### src/rtl/tt_sweep_if.sv
// Start/status and function-stimulus bundle for tt_sweep_ctrl.
// With TT_SWEEP_CAPTURE_EN defined, the captured truth table tt_a is carried as well.
interface tt_sweep_if;
  logic       start;
  logic       x;
  logic       y;
  logic       z;
  logic       a;
  logic       sa;
  logic       busy;
  logic       done;
  logic       pass;
  logic [3:0] err_count;
  logic [2:0] first_err;
  logic       first_err_valid;
`ifdef TT_SWEEP_CAPTURE_EN
  logic [7:0] tt_a;
`endif

  // Environment side: issues start, returns the two function outputs.
  modport master (
    output start, a, sa,
    input  x, y, z, busy, done, pass, err_count, first_err, first_err_valid
`ifdef TT_SWEEP_CAPTURE_EN
    , tt_a
`endif
  );

  // Sequencer side.
  modport slave (
    input  start, a, sa,
    output x, y, z, busy, done, pass, err_count, first_err, first_err_valid
`ifdef TT_SWEEP_CAPTURE_EN
    , tt_a
`endif
  );
endinterface

### src/rtl/tt_sweep_ctrl.sv
// Sweeps x,y,z through 0..7, compares the full (a) and simplified (sa) function outputs
// and reports mismatch count and first failing vector. Optional TT_SWEEP_CAPTURE_EN adds tt_a.
module tt_sweep_ctrl #(
  parameter int unsigned SETTLE = 1
) (
  input logic       clk,
  input logic       reset,
  tt_sweep_if.slave bus
);

  typedef enum logic [1:0] {IDLE, WAIT, SAMPLE, DONE} state_t;

  localparam logic [3:0] SETTLE_CNT = 4'(SETTLE);
  // With no settle time a vector goes straight to sampling.
  localparam state_t VEC_STATE = (SETTLE == 0) ? SAMPLE : WAIT;

  state_t     state;
  logic [2:0] idx;
  logic [3:0] cnt;
  logic [2:0] xyz_q;
  logic       busy_q;
  logic       done_q;
  logic       pass_q;
  logic [3:0] err_q;
  logic [2:0] first_q;
  logic       first_valid_q;
  logic       mismatch;
`ifdef TT_SWEEP_CAPTURE_EN
  logic [7:0] tt_a_q;
`endif

  assign mismatch = bus.a ^ bus.sa;

  // NOTE: every register, including state, is cleared asynchronously so a mid-sweep
  // reset leaves no partial result behind.
  always_ff @(posedge clk or posedge reset) begin
    if (reset) begin
      state         <= IDLE;
      idx           <= '0;
      cnt           <= '0;
      xyz_q         <= '0;
      busy_q        <= 1'b0;
      done_q        <= 1'b0;
      pass_q        <= 1'b0;
      err_q         <= '0;
      first_q       <= '0;
      first_valid_q <= 1'b0;
`ifdef TT_SWEEP_CAPTURE_EN
      tt_a_q        <= '0;
`endif
    end else begin
      // NOTE: non-blocking assignments throughout; SAMPLE reads err_q/idx before update.
      case (state)
        IDLE, DONE: begin
          if (bus.start) begin
            state         <= VEC_STATE;
            idx           <= '0;
            cnt           <= SETTLE_CNT;
            xyz_q         <= '0;
            busy_q        <= 1'b1;
            done_q        <= 1'b0;
            pass_q        <= 1'b0;
            err_q         <= '0;
            first_q       <= '0;
            first_valid_q <= 1'b0;
`ifdef TT_SWEEP_CAPTURE_EN
            tt_a_q        <= '0;
`endif
          end
        end

        WAIT: begin
          cnt <= cnt - 4'd1;
          if (cnt == 4'd1) state <= SAMPLE;
        end

        SAMPLE: begin
          if (mismatch) begin
            err_q <= err_q + 4'd1;
            if (!first_valid_q) begin
              first_q       <= idx;
              first_valid_q <= 1'b1;
            end
          end
`ifdef TT_SWEEP_CAPTURE_EN
          tt_a_q[idx] <= bus.a;
`endif
          if (idx == 3'd7) begin
            state  <= DONE;
            xyz_q  <= '0;
            busy_q <= 1'b0;
            done_q <= 1'b1;
            // Final verdict has to include the vector sampled on this very edge.
            pass_q <= (err_q == 4'd0) && !mismatch;
          end else begin
            state <= VEC_STATE;
            idx   <= idx + 3'd1;
            xyz_q <= idx + 3'd1;
            cnt   <= SETTLE_CNT;
          end
        end

        default: state <= IDLE;
      endcase
    end
  end

  assign bus.x               = xyz_q[2];
  assign bus.y               = xyz_q[1];
  assign bus.z               = xyz_q[0];
  assign bus.busy            = busy_q;
  assign bus.done            = done_q;
  assign bus.pass            = pass_q;
  assign bus.err_count       = err_q;
  assign bus.first_err       = first_q;
  assign bus.first_err_valid = first_valid_q;
`ifdef TT_SWEEP_CAPTURE_EN
  assign bus.tt_a            = tt_a_q;
`endif

endmodule

### src/flat_wrapper.sv
// flat-port wrapper written by rule: the top's interface ports become plain ports
module tt_sweep_ctrl_flat 
#(
  parameter int unsigned SETTLE = 1
)
  (clk, reset, bus_start, bus_a, bus_sa, bus_x, bus_y, bus_z, bus_busy, bus_done, bus_pass, bus_err_count, bus_first_err, bus_first_err_valid);
  tt_sweep_if bus_i ();
  input logic clk;
  input logic reset;
  input wire logic [$bits(bus_i.start)-1:0] bus_start;
  input wire logic [$bits(bus_i.a)-1:0] bus_a;
  input wire logic [$bits(bus_i.sa)-1:0] bus_sa;
  output wire logic [$bits(bus_i.x)-1:0] bus_x;
  output wire logic [$bits(bus_i.y)-1:0] bus_y;
  output wire logic [$bits(bus_i.z)-1:0] bus_z;
  output wire logic [$bits(bus_i.busy)-1:0] bus_busy;
  output wire logic [$bits(bus_i.done)-1:0] bus_done;
  output wire logic [$bits(bus_i.pass)-1:0] bus_pass;
  output wire logic [$bits(bus_i.err_count)-1:0] bus_err_count;
  output wire logic [$bits(bus_i.first_err)-1:0] bus_first_err;
  output wire logic [$bits(bus_i.first_err_valid)-1:0] bus_first_err_valid;
  assign bus_i.start = bus_start;
  assign bus_i.a = bus_a;
  assign bus_i.sa = bus_sa;
  assign bus_x = bus_i.x;
  assign bus_y = bus_i.y;
  assign bus_z = bus_i.z;
  assign bus_busy = bus_i.busy;
  assign bus_done = bus_i.done;
  assign bus_pass = bus_i.pass;
  assign bus_err_count = bus_i.err_count;
  assign bus_first_err = bus_i.first_err;
  assign bus_first_err_valid = bus_i.first_err_valid;
  tt_sweep_ctrl #(.SETTLE(SETTLE)) u_core (.clk(clk), .reset(reset), .bus(bus_i));
endmodule
### config.mk
export PLATFORM = sky130hd
export DESIGN_NAME = tt_sweep_ctrl_flat
export DESIGN_NICKNAME = d
export VERILOG_FILES = /design/src/rtl/tt_sweep_if.sv /design/src/rtl/tt_sweep_ctrl.sv /design/src/flat_wrapper.sv
export SDC_FILE = /design/constraint.sdc
export NUM_CORES = 1
export LEC_CHECK = 0
export CAP_MARGIN = 20
export CELL_PAD_IN_SITES_DETAIL_PLACEMENT = 1
export CELL_PAD_IN_SITES_GLOBAL_PLACEMENT = 2
export CORE_MARGIN = 2
export CORE_UTILIZATION = 30
export DETAILED_ROUTE_END_ITERATION = 6
export GPL_TIMING_DRIVEN = 0
export HOLD_SLACK_MARGIN = 0.1
export PLACE_DENSITY = 0.73
export SETUP_SLACK_MARGIN = 0.1
export SKIP_CTS_REPAIR_TIMING = 1
export SYNTH_ARGS = -nofsm -noshare
export SYNTH_HDL_FRONTEND = slang
export SYNTH_SLANG_ARGS = --single-unit
export TNS_END_PERCENT = 10
### constraint.sdc
create_clock -name clk -period 2.4 [get_ports clk]
set_clock_uncertainty 0.2 [all_clocks]
set_input_delay 0.24 -clock clk [delete_from_list [all_inputs] [get_ports clk]]
set_output_delay 0.24 -clock clk [all_outputs]
set_load 0.02 [all_outputs]
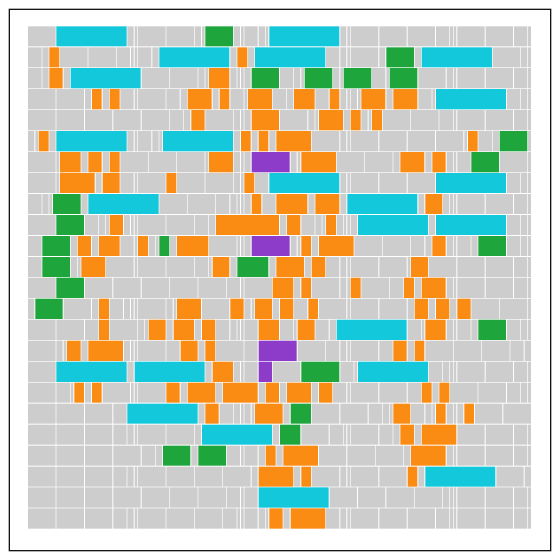
(run_1/placement_by_type.png)
Fill, decap, tap and diode cells in gray.
combinational and other logic: shown in orange, cells 107. clock drivers and dummy loads: shown in purple, cells 4. flops: shown in cyan, cells 23. other buffers and delay cells: shown in green, cells 23.

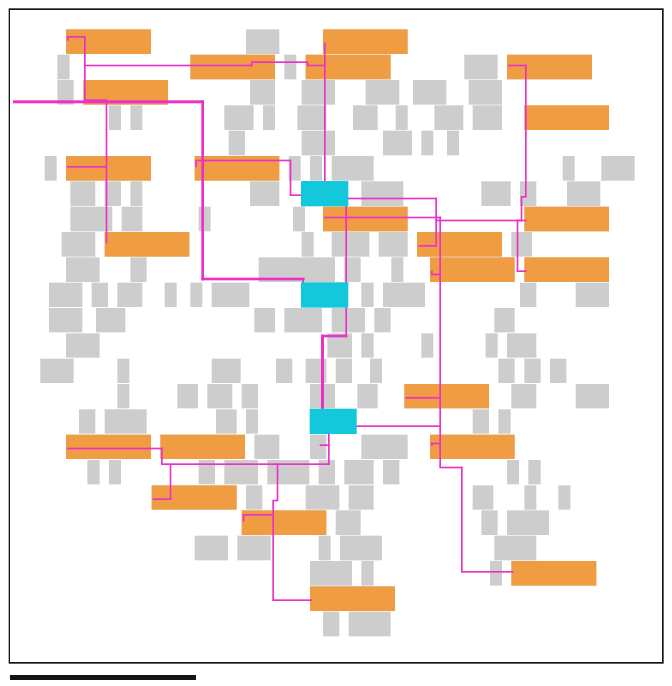
(run_1/clk_routes.png)
The bar under the picture is 20 um long.
flip-flops: shown in orange, count 23. clock wires: shown in magenta, length 372 um. clock drivers: shown in cyan, count 3.
Position of the flops: spread over the die.

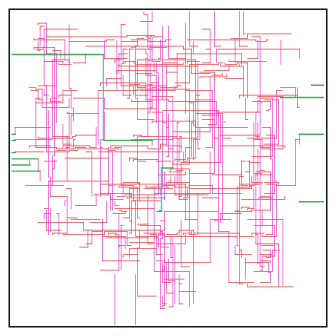
(run_1/wires.png)
metal 2: shown in magenta, wire length 1700 um. metal 3: shown in green, wire length 74.3 um. metal 1: shown in red, wire length 1550 um. metal 4: shown in cyan, wire length 28.6 um.

==> flow_summary.toml, run 1 <==
# flow metrics
[run_status]
outcome = "completed"

[grt]
grt_pass1_vias = 1176
use_met1_pct = 19.2
track_usage_pct = 14.7
grt_start_max_net_pins = 24

[final_timing]
tns_ns = 0
max_freq_mhz = 468
rsz0062_at_grt = "false"

[critical_path]
cpPeakStageDelay_ns = 0.39
setup.worst_path.start_class = "register"
endpoint_kind = "register"
crit_type = "register to register"
crit_chain = "inv_1 -> ha_1 -> buf_4 -> nand2b_1 -> buf_6 -> nand2_4 -> or3_4 -> o31ai_1"
worstSetupEndpoint = "u_core.bus.err_count[3]"

[job]
warning_count = 32

[pwr]
report.power.total_mw = 1.80
p_seq_mw = 0.602
peakVddDrop_mv = 0.278
p_sw_share_pct = 43.4
seqPwrFrac_pct = 33.5
p_int_mw = 1.02

[final_layout]
nFillCells = 500
layout_top_cells = "dfrtp_1, nand2_1, clkdlybuf4s50_1, o21ai_0, ha_1"
nNonClkInverters = 9
diodes = 0

[floorplanning]
initial_core_util_pct = 30.7
die_x_um = 70.1
num_io_pins = 19

[worst_hold_path]
hold_path.class = "input port to asynchronous set/reset pin"

[synthesis]
ys_area_sq_um = 1310
ys.flops = 23
ys_sh_simple_pct = 16.0
synth_warnings = 0

[cts]
cts_num_sinks = 23

[drt]
avgRoutedWirePerCell_um = 16.0

[placement]
dp.cells = 205
==> run_1/io_placement.png <==
Pins as bars across the die edge, other pins in gray.
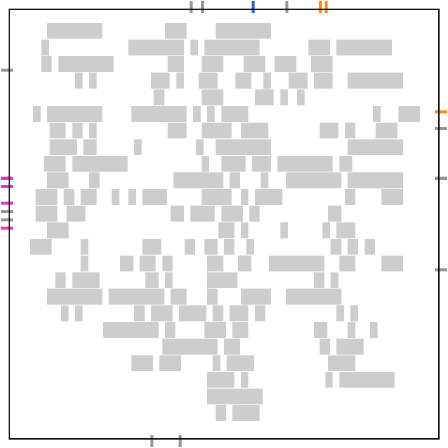

--- run 2 (diff from run 1) ---
==> constraint.sdc (replaced) <==
create_clock -name clk -period 2.5 [get_ports clk]
set_clock_uncertainty 0.2 [all_clocks]
set_input_delay 0.25 -clock clk [delete_from_list [all_inputs] [get_ports clk]]
set_output_delay 0.25 -clock clk [all_outputs]
set_load 0.02 [all_outputs]
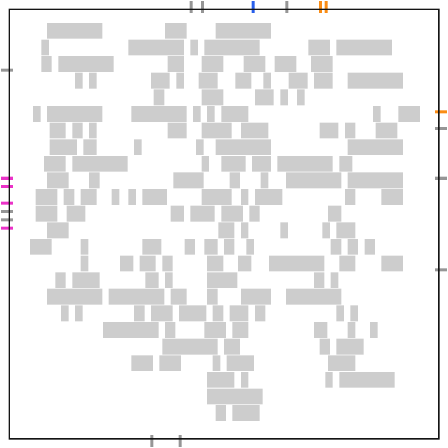
(run_2/io_placement.png)
Pins as bars across the die edge, other pins in gray.
`bus_err_count`: shown in magenta, pins 4, direction output, edge left. `bus_first_err`: shown in orange, pins 3, direction output, edge 2 top, 1 right. `bus_first_err_valid`: shown in blue, pins 1, direction output, edge top.

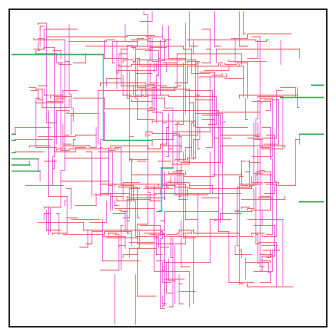
(run_2/wires.png)
metal 3: shown in green, wire length 74.3 um. metal 2: shown in magenta, wire length 1710 um. metal 4: shown in cyan, wire length 28.6 um. metal 1: shown in red, wire length 1540 um.

==> run 2 against run 1 <==
  * Sequential cell count did not move
  * Clock power fell by 4%
  * Wire length rose by 0.15%
  * Total power fell by 5.2%
  * Global-route usage did not move
  * Clock-buffer cell count did not move
  * Final area fell by 0.54%
  * Sequential power fell by 4.0%
  * Critical endpoint is now u_core.bus.first_err[1]
  * Final cell count did not move
==> flow_summary.toml, run 2 <==
# flow metrics
[final_layout]
comb_area_sq_um = 659
num-multi-input-gates = 98
dominant_cells = "logic gates"
final_cells = 209
seq_share_pct = 35.9
nFillCells = 501
flops = 23
clock_buffers = 3
diodes = 0
layout_top_cells = "dfrtp_1, nand2_1, clkdlybuf4s50_1, o21ai_0, ha_1"
nNonClkInverters = 9

[synthesis]
common_cells = "dfrtp_1, nand2_1, o21ai_0"
dominantRegCellSynth = "dfrtp_1"
syn_avg_cell_area_sq_um = 9.69
ys_sh_simple_pct = 16.0
ys.flops = 23
yosys.cell_count.top_type = "dfrtp_1"
synth_warnings = 0
edf_count = 0
ys_area_sq_um = 1310
synthArstFlopShare_pct = 100
synth-adder-area-share_pct = 10.5
synthTopLogicFamily = "AND-OR/OR-AND gates"
xor_area_share_pct = 0.669

[grt]
grt_pass1_vias = 1176
grt_start_max_net_pins = 24
use_met2_pct = 25.1
use_met1_pct = 19.2
track_usage_pct = 14.7

[critical_path]
setup.worst_path.start_class = "register"
crit_type = "register to register"
reg2regPathDepth = 7
worstSetupEndpoint = "u_core.bus.first_err[1]"
critPathArrivalTime_ns = 2.16
reg2reg_to = "u_core.bus.first_err[1]"
reg2reg_from = "u_core.state[0]"
endpoint_kind = "register"
required_ns = 2.46
crit_chain = "inv_1 -> ha_1 -> buf_4 -> mux2i_2 -> a21oi_1 -> and3b_1 -> a22o_1"
worstPathMaxFanout = 10
cpPeakStageDelay_ns = 0.39
slowest_stage = "dfrtp_1"
cpLargestDelayFamily = "flip-flops"
startpoint = "u_core.state[0]"

[floorplanning]
num_io_pins = 19
core-area_sq_um = 4260
dieHeight_um = 70.1
initial_core_util_pct = 30.7
die_x_um = 70.1

[final_timing]
max_freq_mhz = 456
rsz0062_at_grt = "false"
fin_crit_ns = 2.19
finalMaxSlewViolations = 0
tns_ns = 0
hold_violations = 0
setup_viol = 0
slew_headroom_pct = 37.6

[run_status]
outcome = "completed"

[placement]
placed_cell_area_sq_um = 1550
dp.cells = 205

[pwr]
pg_comb_mw = 0.885
p_sw_share_pct = 43.4
report.power.total_mw = 1.70
seqPwrFrac_pct = 33.9
p_leak_nw = 0.722
p_seq_mw = 0.578
p_int_mw = 0.965
peakVddDrop_mv = 0.258
pwr-share-clk_pct = 14.2

[drt]
firstDrtPassIters = 4
wl_met2_um = 1710
wl_met1_um = 1540
drt_iter0_drc = 20
drt_drc_violations_left = 0
avgRoutedWirePerCell_um = 16.0

[cts]
cts_inserted_buffers = 3
clk_path_buf_depth = 2
cts_tree = "built"
cts_num_sinks = 23

[job]
warning_count = 32

[worst_hold_path]
hold_path.class = "input port to asynchronous set/reset pin"
Power figures rest on the tool's default switching activity, not on a simulated workload.
